===== src/rtl/mips_pkg.sv =====
// Shared types and constants for the MIPS hazard/forwarding scoreboard.
// Slot rd fields are stored at a fixed maximum width so one struct serves every REG_ADDR_W.
package mips_pkg;

    localparam int REG_ADDR_W_DEFAULT = 5;
    localparam int RD_MAX_W           = 8;
    localparam int FWD_REGFILE        = 0;

    typedef struct packed {
        logic                valid;
        logic                regw;
        logic [RD_MAX_W-1:0] rd;
        logic                is_load;
    } slot_t;

    localparam slot_t SLOT_BUBBLE = '0;

endpackage


===== src/rtl/hazard_match.sv =====
// Youngest-match priority encoder for one source operand over the slot array.
// Slot 1 is the youngest; register 0 never matches.
module hazard_match
    import mips_pkg::*;
#(
    parameter int DEPTH    = 3,
    parameter int LOAD_LAT = 2,
    parameter int SEL_W    = $clog2(DEPTH + 1)
) (
    input  slot_t [DEPTH:1]      slots,
    input  logic [RD_MAX_W-1:0]  src,
    input  logic                 uses,
    output logic [SEL_W-1:0]     sel,
    output logic                 load_hazard
);

    logic found;

    always_comb begin
        sel         = SEL_W'(FWD_REGFILE);
        load_hazard = 1'b0;
        found       = 1'b0;
        for (int k = 1; k <= DEPTH; k++) begin
            if (!found && uses && (src != '0) && slots[k].valid &&
                slots[k].regw && (slots[k].rd == src)) begin
                found       = 1'b1;
                sel         = SEL_W'(k);
                // Only the youngest producer matters: an older load behind it is irrelevant.
                load_hazard = slots[k].is_load && (k < LOAD_LAT);
            end
        end
    end

endmodule


===== src/rtl/mips_hazard_scoreboard.sv =====
// Hazard and forwarding controller: shift scoreboard of in-flight destinations (slot 1 = E,
// slot DEPTH = W) producing forwarding selects, load-use stall, branch flush and global freeze.
module mips_hazard_scoreboard
    import mips_pkg::*;
#(
    parameter int REG_ADDR_W = REG_ADDR_W_DEFAULT,
    parameter int DEPTH      = 3,
    parameter int LOAD_LAT   = 2,
    parameter int SEL_W      = $clog2(DEPTH + 1)
) (
    input  logic                  clk,
    input  logic                  rst,
    input  logic                  issue_valid,
    input  logic [REG_ADDR_W-1:0] issue_rs,
    input  logic [REG_ADDR_W-1:0] issue_rt,
    input  logic                  issue_uses_rs,
    input  logic                  issue_uses_rt,
    input  logic [REG_ADDR_W-1:0] issue_rd,
    input  logic                  issue_regw,
    input  logic                  issue_is_load,
    input  logic                  branch_taken,
    input  logic                  ext_stall,
    output logic                  stall,
    output logic                  flush_D,
    output logic                  flush_E,
    output logic [SEL_W-1:0]      fwd_sel_rs,
    output logic [SEL_W-1:0]      fwd_sel_rt,
    output logic [SEL_W-1:0]      inflight_count
);

    if (LOAD_LAT < 1 || LOAD_LAT > DEPTH) begin : g_bad_load_lat
        $error("mips_hazard_scoreboard: LOAD_LAT must lie in 1..DEPTH");
    end
    if (REG_ADDR_W > RD_MAX_W || REG_ADDR_W < 1) begin : g_bad_addr_w
        $error("mips_hazard_scoreboard: REG_ADDR_W exceeds slot rd width");
    end
    if (DEPTH < 1) begin : g_bad_depth
        $error("mips_hazard_scoreboard: DEPTH must be at least 1");
    end

    slot_t [DEPTH:1] slots;
    slot_t           slot_in;
    logic            lu_rs;
    logic            lu_rt;
    logic            lu;
    logic            bt;

    hazard_match #(
        .DEPTH    (DEPTH),
        .LOAD_LAT (LOAD_LAT),
        .SEL_W    (SEL_W)
    ) u_match_rs (
        .slots       (slots),
        .src         (RD_MAX_W'(issue_rs)),
        .uses        (issue_uses_rs),
        .sel         (fwd_sel_rs),
        .load_hazard (lu_rs)
    );

    hazard_match #(
        .DEPTH    (DEPTH),
        .LOAD_LAT (LOAD_LAT),
        .SEL_W    (SEL_W)
    ) u_match_rt (
        .slots       (slots),
        .src         (RD_MAX_W'(issue_rt)),
        .uses        (issue_uses_rt),
        .sel         (fwd_sel_rt),
        .load_hazard (lu_rt)
    );

    // A freeze holds E, so a taken branch is deferred until ext_stall drops.
    assign bt      = branch_taken && !ext_stall;
    assign lu      = issue_valid && (lu_rs || lu_rt);
    assign stall   = ext_stall || (lu && !bt);
    assign flush_D = bt;
    assign flush_E = bt;

    always_comb begin
        slot_in = SLOT_BUBBLE;
        if (issue_valid && !bt && !lu) begin
            slot_in.valid   = 1'b1;
            slot_in.regw    = issue_regw;
            slot_in.rd      = RD_MAX_W'(issue_rd);
            slot_in.is_load = issue_is_load;
        end
    end

    always_comb begin
        inflight_count = '0;
        for (int k = 1; k <= DEPTH; k++) begin
            if (slots[k].valid && slots[k].regw) begin
                inflight_count = inflight_count + SEL_W'(1);
            end
        end
    end

    always_ff @(posedge clk or posedge rst) begin
        if (rst) begin
            slots <= '0;
        end else if (!ext_stall) begin
            for (int k = DEPTH; k >= 2; k--) begin
                slots[k] <= slots[k-1];
            end
            slots[1] <= slot_in;
        end
    end

endmodule


===== config.mk =====
export PLATFORM = sky130hd
export DESIGN_NAME = mips_hazard_scoreboard
export DESIGN_NICKNAME = d
export VERILOG_FILES = /design/src/rtl/mips_pkg.sv /design/src/rtl/hazard_match.sv /design/src/rtl/mips_hazard_scoreboard.sv
export SDC_FILE = /design/constraint.sdc
export NUM_CORES = 1
export LEC_CHECK = 0
export CORE_ASPECT_RATIO = 0.5
export CORE_MARGIN = 2
export CORE_UTILIZATION = 52
export CTS_BUF_LIST = sky130_fd_sc_hd__clkbuf_4
export CTS_CLUSTER_DIAMETER = 80
export CTS_CLUSTER_SIZE = 30
export DETAILED_ROUTE_END_ITERATION = 8
export PLACE_DENSITY = 0.87
export SYNTH_ARGS = -nofsm -noshare
export SYNTH_HDL_FRONTEND = slang
export SYNTH_SLANG_ARGS = --single-unit

===== constraint.sdc =====
create_clock -name clk -period 1.8 [get_ports clk]
set_input_delay 0.27 -clock clk [delete_from_list [all_inputs] [get_ports clk]]
set_output_delay 0.27 -clock clk [all_outputs]
set_load 0.005 [all_outputs]

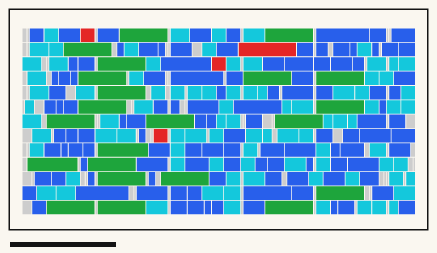
*Placement by cell class, run 1*
Scale bar: 20 um. Fill, decap, tap and diode cells in grey.
red -> clock drivers and dummy loads  # cells 4
green -> registers  # cells 22
cyan -> remaining buffers and delay cells  # cells 88
blue -> remaining logic cells  # cells 115
utilization after layout: 94.1%
core footprint: 0.00264 mm2
area of all placed cells without fillers: 0.00248 mm2
Seq area share: 22.3%

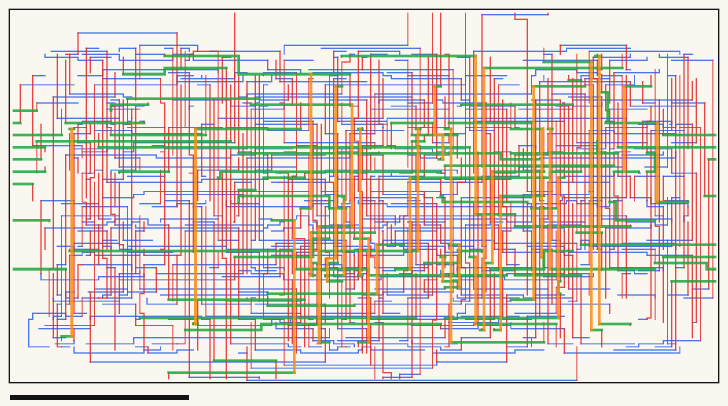
*Signal wires by layer, run 1*
Scale bar: 20 um.
green -> M3  # wire length 845 um
orange -> M4  # wire length 464 um
blue -> M1  # wire length 2660 um
red -> M2  # wire length 3110 um

==> summary.txt, run 1 <==
Implementation results. Final-layout worst hold slack landed at 293 ps. On the critical path the largest part of the delay comes from AND-OR/OR-AND gates. Looking at the gate-level netlist, the highest instance count belongs to dfrtp_1. Switching part of the total power landed at between 30% and 40%.

Largest net degree at the start of global routing landed at 23. In the synthesized netlist the dominant register cell turns out to be dfrtp_1. The post-CTS hold buffer count recorded in the log is 0. Sequential fraction of the synthesis area landed at ~38%. Net load switching power landed at between 0.5 and 0.6 mW.

All stages included, the depth of the critical timing path comes to 6. Post-detailed-placement cell area landed at 0.00208 mm2. Area share of the largest cell type after synthesis landed at 37.6%. For the final database, setup skew stands at 10.1 ps.

Combinational gate count landed at between 100 and 150. The number of cells on the worst reg-to-reg path is 7. Counting flops per register, the top entry is slots. After routing, the total negative slack on setup checks comes to -2500 ps. The top cell type in the final layout, fill and taps aside, is buf_4. Counting flops with a built-in enable in the synthesized netlist gives 0. Buffer share of cell area landed at roughly 30%.

Looking at the VDD voltage map, the peak drop is 0.459 mV. Flip-flop and latch power landed at 0.642 mW. The report lists the number of standard-cell rows as 13.

After global routing, the most crowded layer is met2. The routed design uses 3.11 mm of met2 wire. Slack of the worst reg-to-reg path landed at -20 ps. Count of buffering cells on the critical path with inverters included landed at 2. The routed design has between 7 and 8 mm of wire.

Of the cells placed in the final design, the portion with a size suffix greater than 1 is between 50% and 60%. The flow ran to the end, but the final reports show violations. Listed in order, past its start point the critical path passes xnor2_1, nand3_1, a2111oi_4, buf_4, a311o_1, buf_2. Dividing the synthesized area by the synthesized cell count gives 10.2 um2. The final reports fail on setup timing. The worst setup path is launched from a register. Summed over all layers, the global routing overflow is 0. Routing usage on met2 landed at approximately three fifths.

The clock buffers instantiated in the layout total 3. Sequential cell count of the final layout landed at 22. After legalization and detailed placement, the total HPWL measured 3.31 mm. Worst slew margin relative to its limit landed at between 70% and 80%. Static leakage landed at 1.13 nW. Synthesized-area fraction occupied by ao, oa, aoi and oai cells landed at between 10% and 20%. Number of failing setup endpoints in the final timing report landed at 9.

Buffers added to address setup during post-CTS repair amount to 10. Multiplexer share of the synthesized area landed at between 10% and 20%. Final cycle utilization of the critical path landed at 130%. Number of buffers inserted by port buffering landed at 32. Counting endpoints that fail hold in the final report gives 0.

Per the summary, power density relative to cell area is 700 mW/mm2. In the synthesis report, Yosys lists the chip area as ~0.0015 mm2. Number of flip-flops under the largest register name landed at 22. The cell-mix breakdown from Yosys lists the simple-gate area share as between 10% and 20%. Fraction of standard cell area in multi-input logic landed at around 44%. The OpenROAD report gives the critical path a required time of 1530 ps.

Per report_power, the Clock row totals roughly 0.40 mW. TritonCTS created 3 clock buffers. Final period demand of the worst path landed at 2340 ps.

The layout has 5 inverters outside the clock class. The detailed router placed ~1800 vias in this run. Cell count after placement landed at 243. Flip-flop and latch count after synthesis landed at 22.

Combinational logic burns just under 40% of the power. The commonest cells after synthesis are 22 x dfrtp_1, 15 x nand2_1, 15 x xnor2_1, 14 x mux2_2, 14 x xor2_1. TritonCTS built the clock tree.

The transition time recorded at the tightest slew-check pin is about 350 ps. Area of combinational cells with multiple inputs landed at about 0.0011 mm2. Non-clock buffer count in the final layout landed at slightly below 90. Routability congestion estimate landed at approximately 0.90. The most common logic cells in the final layout are 46 x buf_4, 20 x dfrtp_1, 16 x clkdlybuf4s50_1, 14 x xor2_1, 14 x mux2_2.

From bottom edge to top edge, the die measures 41.5 um. Fraction of synthesis flops using an asynchronous set or reset pin landed at 100%. The final timing report gives a worst setup slack of -537 ps. Detailed-routed wire length on met3 landed at between 800 and 900 um. Maximum fanout count along the critical path landed at 4. Per the CTS log, the buffer count on the longest clock path is 2. Initial antenna violation count landed at 0. Clock tree cell share of total cell area landed at 2.12%. The endpoint identified for the worst register-to-register timing path is slots[0]$_DFFE_PP0N_. Met1 wire length landed at between 2 and 3 mm.

In this run the tools logged warnings totalling 29. Share of the synthesized netlist area taken by xor and xnor gates landed at roughly 17%. The synthesized netlist was found by Yosys to have ~140 cells. Global routing consumed, on the met3 layer, about an eighth of the routing resources.

For this block, the initial DRC count from the detailed router was approximately 140. The repair_antennas step left the layout with diodes totalling 0. STA classifies the critical path endpoint as a primary output. STA lists the startpoint of the worst register-to-register path as slots[4]$_DFFE_PP0N_.
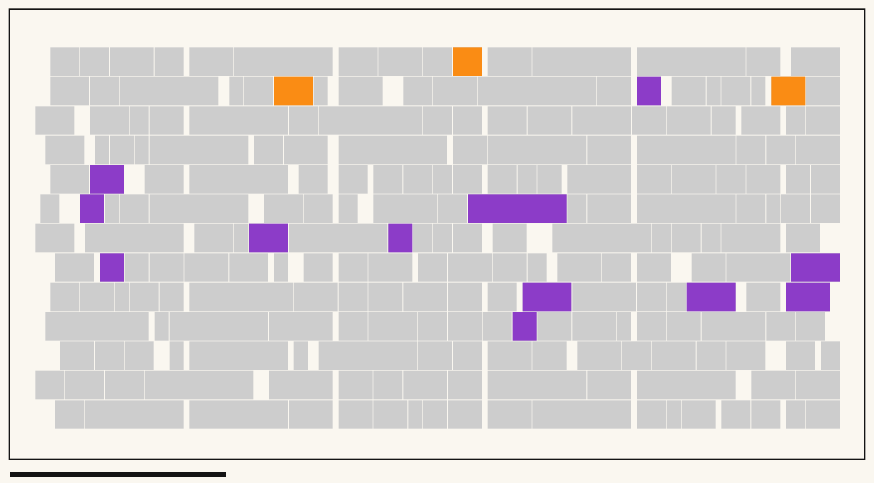
*Logic cells by family, run 1*
Scale bar: 20 um.
purple -> nor cells  # cells 12, most used nor4_2
orange -> non-inverting ao/oa cells  # cells 3

==> run 1 -> run 2 <==
Settings changed: CORE_UTILIZATION 52 to 35, PLACE_DENSITY 0.87 to 0.64.
Clock period 1.8 ns to 3.05 ns, I/O delays scaled along.
==> summary.txt, run 2 <==
Implementation results. Per the synth stats, the flop cell with the highest instance count is dfrtp_1. In the per-layer breakdown of the detailed-route log, met1 shows 1.82 mm. Routing resource usage on met2 recorded by global route was 25.1%. Largest net degree at the start of global routing landed at 23. According to the dpl log, the detail-placed design has an HPWL of about 2.9 mm.

Basic-gate share of the synthesized area counting and, or, nand and nor cells landed at between 10% and 20%. The routed design could run at a clock period as short as ~3000 ps. Clock tree cell share of total cell area landed at under 10%.

Fraction of synthesis flops using an asynchronous set or reset pin landed at 100%. Number of cell instances after yosys synthesis landed at between 100 and 150. In this run, the synthesized area fraction spent on xor and xnor cells is recorded as between 10% and 20%.

Die span in y landed at ~50 um. Per the GRT log, the top usage layer is met1. For reference, the critical path cell chain is clkdlybuf4s50_1, or4_4, o21ai_0, nor4bb_1, a21o_1, clkdlybuf4s50_1. roughly 110 cells are multi-input combinational gates. Sequential elements use between 30 and 40% of the synthesized area.

The detailed placer reported the number of placed instances as about 240. In this run, synthesis inferred 0 flip-flops with an integrated enable. Detailed-routed wire length on met3 landed at approximately 200 um. Cell depth of the worst setup path landed at 6.

The detailed router finished its first iteration with 45 violations. Number of placement rows landed at 16. Final critical-path setup slack landed at about 98 ps. For the worst reg-to-reg path, the endpoint reported by OpenROAD is slots[4]$_DFFE_PP0N_. After synthesis, the mean cell area works out to slightly above 10 um2.

For this run the top cell type by instance count after synthesis was dfrtp_1. Routability congestion estimate landed at between 0.8 and 0.9. Post-CTS setup buffer count landed at 0.

Areal power density over the cells landed at 407 mW/mm2. Area share of the largest cell type after synthesis landed at a little under two fifths. Total congestion overflow after global routing landed at 0.

Final cycle utilization of the critical path landed at a little over nine tenths. The flow ran to the end, and the final reports show no timing, DRC or antenna violations. Sequential cell count of the final layout landed at 22. Leaving out the clock tree, the finished layout contains a buffer count of 46. The power report puts the leakage power at 0.864 nW. Total count of hold-check failures in the final report landed at 0.

Fraction of standard cell area in multi-input logic landed at between 40% and 50%. Per the final layout report, the fraction of cells sized above drive strength 1 comes to ~22%. Per the cell usage report, the commonest logic cells after layout are 29 x clkdlybuf4s50_1, 22 x dfrtp_1, 15 x nand2_1.

Power consumed by the clock network landed at 0.226 mW. Post-synthesis, Yosys gives the total cell area as between 0.001 and 0.0015 mm2. The register with the most flip-flops in the final layout is slots.

Number of buffers inserted by hold repair at cts landed at 0. Worst slew margin relative to its limit landed at between 40% and 50%. The critical path maximum fanout is 2.
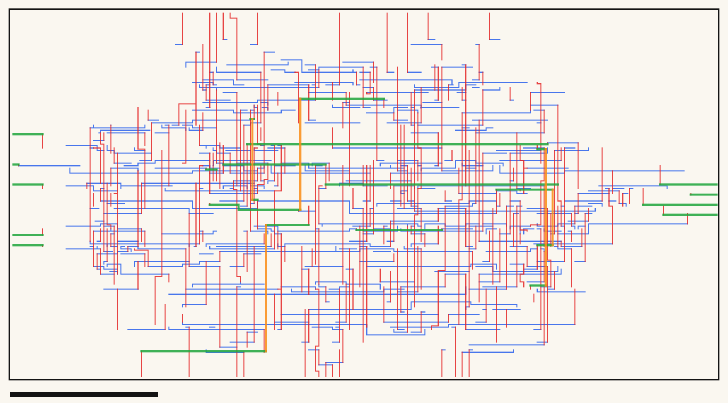
*Signal wires by layer, run 2*
Scale bar: 20 um.
green -> M3  # wire length 203 um
orange -> M4  # wire length 68.7 um
red -> M2  # wire length 1620 um
blue -> M1  # wire length 1820 um
wire length reported by the detailed router: 3.71 mm
global-route usage over all layers: 17.5%
detailed-route wire length per cell: 15.4 um
overall via count from detail_route: 1268

No activity file was given, so power comes from the tool's default toggle rates.
